===== src/rtl/ctrl_sw_pkg.sv =====
// Shared definitions for the sequencer control-source switch: FSM states,
// control-line bit positions and the default safe/inversion patterns.
package ctrl_sw_pkg;

  typedef enum logic [1:0] {
    ST_HOLD   = 2'd0,
    ST_GUARD  = 2'd1,
    ST_ACTIVE = 2'd2
  } sw_state_e;

  localparam int unsigned BIT_INTERRUPT = 0;
  localparam int unsigned BIT_RT_SW     = 1;
  localparam int unsigned BIT_SOFT_DUMP = 2;
  localparam int unsigned BIT_SW_ACQ1   = 3;
  localparam int unsigned BIT_SW_ACQ2   = 4;

  localparam int unsigned DEF_NSIG = BIT_SW_ACQ2 + 1;

  // interrupt is active-low at the source; sw_acq1/2 park high when safe
  localparam logic [DEF_NSIG-1:0] DEF_INV_MASK = DEF_NSIG'(1) << BIT_INTERRUPT;
  localparam logic [DEF_NSIG-1:0] DEF_SAFE_VAL =
    (DEF_NSIG'(1) << BIT_SW_ACQ1) | (DEF_NSIG'(1) << BIT_SW_ACQ2);

endpackage


===== src/rtl/ctrl_src_switch_if.sv =====
// Select/source/control bundle between the DSP side and the source switch.
interface ctrl_src_switch_if #(
  parameter int unsigned NSRC = 3,
  parameter int unsigned NSIG = 5,
  parameter int unsigned SELW = 2
);
  logic [SELW-1:0]      sel;
  logic [NSRC*NSIG-1:0] src_in;
  logic                 force_safe;
  logic [NSIG-1:0]      ctrl_out;
  logic [SELW-1:0]      active_src;
  logic                 src_valid;
  logic                 switch_done;
  logic                 sel_err;

  modport master (
    output sel, src_in, force_safe,
    input  ctrl_out, active_src, src_valid, switch_done, sel_err
  );

  modport slave (
    input  sel, src_in, force_safe,
    output ctrl_out, active_src, src_valid, switch_done, sel_err
  );
endinterface


===== src/rtl/ctrl_src_switch_sel_sync_debounce.sv =====
// Two-flop synchroniser for the asynchronous select followed by a debouncer
// that accepts a value after STABLE consecutive equal synchronised samples.
module sel_sync_debounce #(
  parameter int unsigned SELW   = 2,
  parameter int unsigned STABLE = 4
) (
  input  logic            clk_sys,
  input  logic            rst_n,
  input  logic [SELW-1:0] sel_i,
  output logic [SELW-1:0] sel_acc_o,
  output logic            sel_acc_vld_o,
  output logic            acc_stb_o
);
  localparam int unsigned   CW      = $clog2(STABLE + 1);
  localparam logic [CW-1:0] CNT_MAX = CW'(STABLE);

  logic [SELW-1:0] s1_q, s2_q, cand_q, acc_q;
  logic [1:0]      smp_vld_q;
  logic [CW-1:0]   cnt_q, cnt_d;
  logic            acc_vld_q, stb_q, hit;

  // Post-reset contents of the sync flops are not real samples; smp_vld_q
  // keeps them out of the count so reset cannot shortcut the debounce.
  always_comb begin
    cnt_d = cnt_q;
    hit   = 1'b0;
    if (smp_vld_q[1]) begin
      if ((s2_q != cand_q) || (cnt_q == '0)) begin
        cnt_d = CW'(1);
        hit   = (CNT_MAX == CW'(1));
      end else if (cnt_q != CNT_MAX) begin
        cnt_d = cnt_q + CW'(1);
        hit   = (cnt_d == CNT_MAX);
      end
    end
  end

  always_ff @(posedge clk_sys) begin
    if (!rst_n) begin
      s1_q      <= '0;
      s2_q      <= '0;
      smp_vld_q <= '0;
      cand_q    <= '0;
      cnt_q     <= '0;
      acc_q     <= '0;
      acc_vld_q <= 1'b0;
      stb_q     <= 1'b0;
    end else begin
      s1_q      <= sel_i;
      s2_q      <= s1_q;
      smp_vld_q <= {smp_vld_q[0], 1'b1};
      if (smp_vld_q[1]) cand_q <= s2_q;
      cnt_q     <= cnt_d;
      stb_q     <= hit;
      if (hit) begin
        acc_q     <= s2_q;
        acc_vld_q <= 1'b1;
      end
    end
  end

  assign sel_acc_o     = acc_q;
  assign sel_acc_vld_o = acc_vld_q;
  assign acc_stb_o     = stb_q;

endmodule


===== src/rtl/ctrl_src_switch.sv =====
// Glitch-free switch routing one of NSRC sequencer control groups to the
// shared acquisition control lines, with a safe-level guard on every change.
module ctrl_src_switch
  import ctrl_sw_pkg::*;
#(
  parameter int unsigned     NSRC     = 3,
  parameter int unsigned     NSIG     = DEF_NSIG,
  parameter int unsigned     SELW     = 2,
  parameter int unsigned     STABLE   = 4,
  parameter int unsigned     GUARD    = 8,
  parameter logic [NSIG-1:0] INV_MASK = NSIG'(DEF_INV_MASK),
  parameter logic [NSIG-1:0] SAFE_VAL = NSIG'(DEF_SAFE_VAL)
) (
  input  logic              clk_sys,
  input  logic              rst_n,
  ctrl_src_switch_if.slave  bus
);
  localparam int unsigned GCW = $clog2(GUARD + 1);

  logic [SELW-1:0] sel_acc;
  logic            sel_acc_vld, acc_stb, acc_in_range, sel_ok;

  sel_sync_debounce #(
    .SELW   (SELW),
    .STABLE (STABLE)
  ) u_sel (
    .clk_sys       (clk_sys),
    .rst_n         (rst_n),
    .sel_i         (bus.sel),
    .sel_acc_o     (sel_acc),
    .sel_acc_vld_o (sel_acc_vld),
    .acc_stb_o     (acc_stb)
  );

  assign acc_in_range = (32'(sel_acc) < NSRC);
  assign sel_ok       = sel_acc_vld && acc_in_range;

  sw_state_e       state_q;
  logic [SELW-1:0] target_q, active_src_q;
  logic [GCW-1:0]  guard_q;
  logic [NSIG-1:0] ctrl_q, route;
  logic            valid_q, done_q, err_q;

  // In ACTIVE target_q equals active_src_q, so one mux serves both the
  // ACTIVE-entry load and steady-state tracking.
  always_comb begin
    route = '0;
    for (int unsigned k = 0; k < NSRC; k++) begin
      if (target_q == SELW'(k)) route = bus.src_in[k*NSIG +: NSIG];
    end
  end

  always_ff @(posedge clk_sys) begin
    if (!rst_n) begin
      state_q      <= ST_HOLD;
      target_q     <= '0;
      active_src_q <= '0;
      guard_q      <= '0;
      ctrl_q       <= SAFE_VAL;
      valid_q      <= 1'b0;
      done_q       <= 1'b0;
      err_q        <= 1'b0;
    end else begin
      done_q <= 1'b0;
      err_q  <= acc_stb && !acc_in_range;
      if (bus.force_safe) begin
        state_q <= ST_HOLD;
        ctrl_q  <= SAFE_VAL;
        valid_q <= 1'b0;
      end else begin
        unique case (state_q)
          ST_HOLD: begin
            ctrl_q  <= SAFE_VAL;
            valid_q <= 1'b0;
            if (sel_ok) begin
              state_q  <= ST_GUARD;
              target_q <= sel_acc;
              guard_q  <= GCW'(GUARD);
            end
          end
          ST_GUARD: begin
            ctrl_q  <= SAFE_VAL;
            valid_q <= 1'b0;
            // a retarget wins even in the last guard cycle
            if (sel_ok && (sel_acc != target_q)) begin
              target_q <= sel_acc;
              guard_q  <= GCW'(GUARD);
            end else if (guard_q <= GCW'(1)) begin
              state_q      <= ST_ACTIVE;
              active_src_q <= target_q;
              ctrl_q       <= route ^ INV_MASK;
              valid_q      <= 1'b1;
              done_q       <= 1'b1;
            end else begin
              guard_q <= guard_q - GCW'(1);
            end
          end
          ST_ACTIVE: begin
            if (sel_ok && (sel_acc != active_src_q)) begin
              state_q  <= ST_GUARD;
              target_q <= sel_acc;
              guard_q  <= GCW'(GUARD);
              ctrl_q   <= SAFE_VAL;
              valid_q  <= 1'b0;
            end else begin
              ctrl_q  <= route ^ INV_MASK;
              valid_q <= 1'b1;
            end
          end
          default: begin
            state_q <= ST_HOLD;
            ctrl_q  <= SAFE_VAL;
            valid_q <= 1'b0;
          end
        endcase
      end
    end
  end

  assign bus.ctrl_out    = ctrl_q;
  assign bus.active_src  = active_src_q;
  assign bus.src_valid   = valid_q;
  assign bus.switch_done = done_q;
  assign bus.sel_err     = err_q;

endmodule

===== src/flat_wrapper.sv =====
// flat-port wrapper written by rule: the top's interface ports become plain ports
module ctrl_src_switch_flat import ctrl_sw_pkg::*;
#(
  parameter int unsigned     NSRC     = 3,
  parameter int unsigned     NSIG     = DEF_NSIG,
  parameter int unsigned     SELW     = 2,
  parameter int unsigned     STABLE   = 4,
  parameter int unsigned     GUARD    = 8,
  parameter logic [NSIG-1:0] INV_MASK = NSIG'(DEF_INV_MASK),
  parameter logic [NSIG-1:0] SAFE_VAL = NSIG'(DEF_SAFE_VAL)
)
  (clk_sys, rst_n, bus_sel, bus_src_in, bus_force_safe, bus_ctrl_out, bus_active_src, bus_src_valid, bus_switch_done, bus_sel_err);
  ctrl_src_switch_if #(.NSRC(NSRC), .NSIG(NSIG), .SELW(SELW)) bus_i ();
  input  logic clk_sys;
  input  logic rst_n;
  input wire logic [$bits(bus_i.sel)-1:0] bus_sel;
  input wire logic [$bits(bus_i.src_in)-1:0] bus_src_in;
  input wire logic [$bits(bus_i.force_safe)-1:0] bus_force_safe;
  output wire logic [$bits(bus_i.ctrl_out)-1:0] bus_ctrl_out;
  output wire logic [$bits(bus_i.active_src)-1:0] bus_active_src;
  output wire logic [$bits(bus_i.src_valid)-1:0] bus_src_valid;
  output wire logic [$bits(bus_i.switch_done)-1:0] bus_switch_done;
  output wire logic [$bits(bus_i.sel_err)-1:0] bus_sel_err;
  assign bus_i.sel = bus_sel;
  assign bus_i.src_in = bus_src_in;
  assign bus_i.force_safe = bus_force_safe;
  assign bus_ctrl_out = bus_i.ctrl_out;
  assign bus_active_src = bus_i.active_src;
  assign bus_src_valid = bus_i.src_valid;
  assign bus_switch_done = bus_i.switch_done;
  assign bus_sel_err = bus_i.sel_err;
  ctrl_src_switch #(.NSRC(NSRC), .NSIG(NSIG), .SELW(SELW), .STABLE(STABLE), .GUARD(GUARD), .INV_MASK(INV_MASK), .SAFE_VAL(SAFE_VAL)) u_core (.clk_sys(clk_sys), .rst_n(rst_n), .bus(bus_i));
endmodule

===== config.mk =====
export PLATFORM = sky130hd
export DESIGN_NAME = ctrl_src_switch_flat
export DESIGN_NICKNAME = d
export VERILOG_FILES = /design/src/rtl/ctrl_sw_pkg.sv /design/src/rtl/ctrl_src_switch_if.sv /design/src/rtl/ctrl_src_switch_sel_sync_debounce.sv /design/src/rtl/ctrl_src_switch.sv /design/src/flat_wrapper.sv
export SDC_FILE = /design/constraint.sdc
export NUM_CORES = 1
export LEC_CHECK = 0
export ABC_AREA = 1
export CORE_MARGIN = 2
export CORE_UTILIZATION = 55
export CTS_BUF_LIST = sky130_fd_sc_hd__clkbuf_16
export CTS_CLUSTER_DIAMETER = 100
export DETAILED_ROUTE_END_ITERATION = 8
export MAX_ROUTING_LAYER = met4
export PLACE_DENSITY = 0.84
export REMOVE_ABC_BUFFERS = 1
export SYNTH_ARGS = -nofsm -noshare
export SYNTH_HDL_FRONTEND = slang
export SYNTH_SLANG_ARGS = --single-unit

===== constraint.sdc =====
create_clock -name clk_sys -period 4.13 [get_ports clk_sys]
set_input_delay 0.826 -clock clk_sys [delete_from_list [all_inputs] [get_ports clk_sys]]
set_output_delay 0.826 -clock clk_sys [all_outputs]
set_load 0.02 [all_outputs]

==> run summary <==
Worst path max stage delay -> 0.45 ns
P_comb -> 44.1 uW
Total GRT Usage -> 22.7%
die area -> 3350 um^2
Fmax achieved -> 0.469 GHz
DIE HEIGHT -> 57.9 um
post-route insts no fill -> 297
Top cells by area -> dfxtp_1 (41%), nand2_1 (15%), nor2_1 (8.9%)
Worst setup EP type -> flip-flop
Top Metal Used -> met4
Layout Area Growth over Synthesis -> 28.8%
and+or+nand+nor area frac -> 31.7%
leading area contributor after synthesis -> dfxtp_1
PnR Total Power -> 707 uW
kind of critical path -> input port to flip-flop
CP top delay family -> buffers and inverters
Yosys reg bits -> 33
Via density -> 4.90
via count -> 1,456
max FFs per register -> 5
Placer Congestion -> 0.916
CP bufs+invs -> 4
Port Buffers -> 29
Avg WL per Cell -> 11.1 um
Hold Crit Depth -> 2
r2r startpoint -> u_core.guard_q[0]
count of cells resized by post-cts repair -> 0
clk pwr -> 335 uW
Leading cell kind -> combinational gates
Final TNS setup -> 0 ns
initial antenna violation count -> 0
Max clock buf depth -> 2
die x size -> 57.9 um
first-pass GRT wire length -> 5660 um
outcome -> finished, final reports clean
ys flop type -> dfxtp_1
Worst path slowest cell -> clkdlybuf4s50_1
combinational power share -> 6.2%
CTS tree -> yes
Buffers, non-clock -> 30
xor+xnor area frac -> 1.64%
Commonest Layout Cell -> nand2_1
largest net degree at the start of global routing -> 20
adder share -> 7.05%
Yosys cell types -> 26
Yosys top cell by instances -> nand2_1
clock buffer count -> 5
Worst EP required -> 4.32 ns
logic area -> 793 um^2
hold path start -> u_core.u_sel.s1_q[1]
min Tclk post-route -> 2.13 ns
layout cells sized above 1 -> 6.02%
global routing usage on met2 -> 36.9%
final setup margin -> 2.00 ns
RR Endpoint -> u_core.guard_q[3]
Worst R2R Setup Slack -> 2.38 ns
yosys synthesis chip area -> 1600 um^2
Syn Area/Cell -> 6.92 um^2
Yosys Instances -> 231
postcts setup bufs -> 0
Starting Density -> 57.9%
invs w/o clock -> 36
Final Hold Viols -> 0
Layout fillers -> 211
CP max FO -> 19
Worst Hold End -> u_core.u_sel.s2_q[1]
Final ANT Viol Nets -> 0
Int Pwr -> 564 uW
GR Util met1 -> 28.3%
Cell Pwr Density -> 344 nW/um^2
Initial DRC Count -> 59
critical path arrival -> 2.32 ns
Inserted Clock Buffers -> 5
met3 Usage GRT -> 4.69%
root buf cell -> clkbuf_16
Cells after DPL -> 290
vias in the first global route -> 1,298
Figure 1. Cell outlines without signal wires.
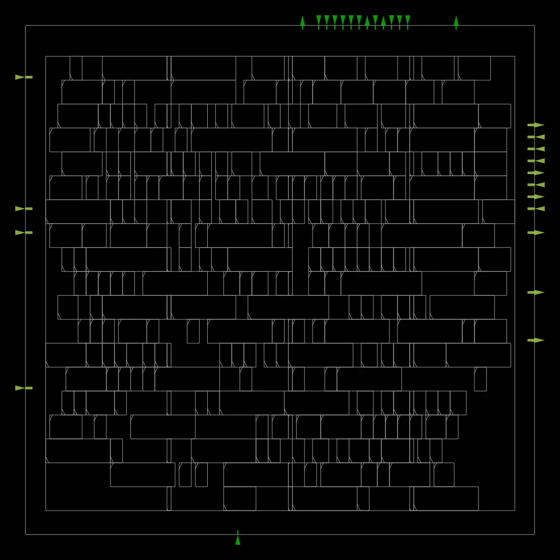
num sequential: 33
end-of-flow core utilization: 74.6%
tapcell count: 31

Figure 2. Cell classes on the final placement.
Fill, decap, tap and diode cells in gray.
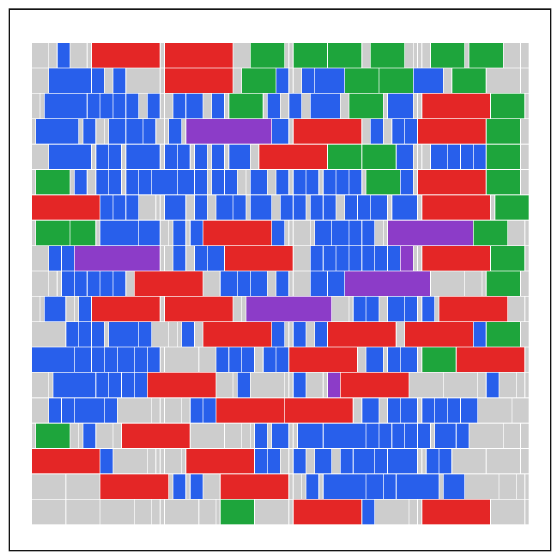
| color | class | cells |
|---|---|---|
| blue | remaining logic cells | 196 |
| green | remaining buffers and delay cells | 30 |
| purple | clock drivers and dummy loads | 7 |
| red | registers | 33 |
sequential share of cell area: 32.1%
cell row count: 19
Final Instance Area: 2060 um^2
core area: 2760 um^2

Figure 3. Wires at chosen ports, followed through buffers.
The bar under the picture is 20 um long.
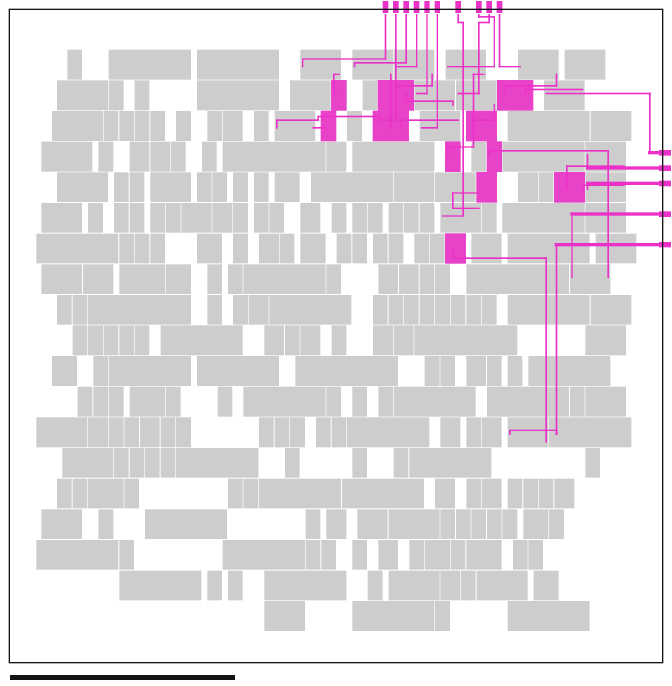
| color | port | direction | edge | end cells | buffers | wire |
|---|---|---|---|---|---|---|
| magenta | `bus_src_in` | input | 10 north, 5 east | 12 | 15 | 302 um |

Figure 4. PDN straps and rails.
The bar under the picture is 20 um long. Pins as bars on the die edge. Tap cells in gray.
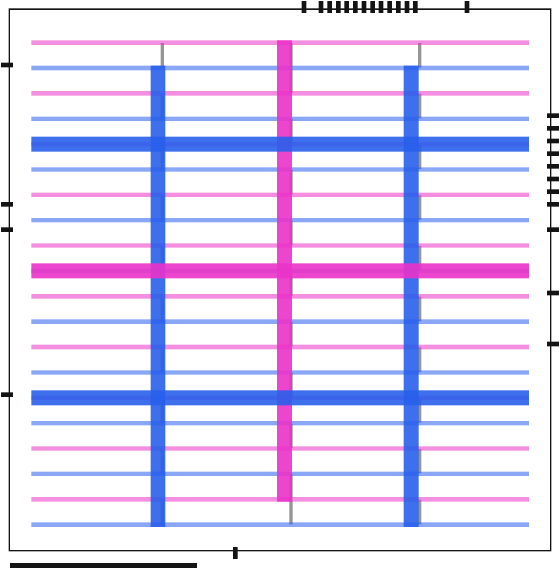
| color | net |
|---|---|
| blue | VSS |
| magenta | VDD |
met5 straps: 3
signal pins: 30
rows: 19
tap cells: 31

Power is estimated from default activity; no workload was simulated.
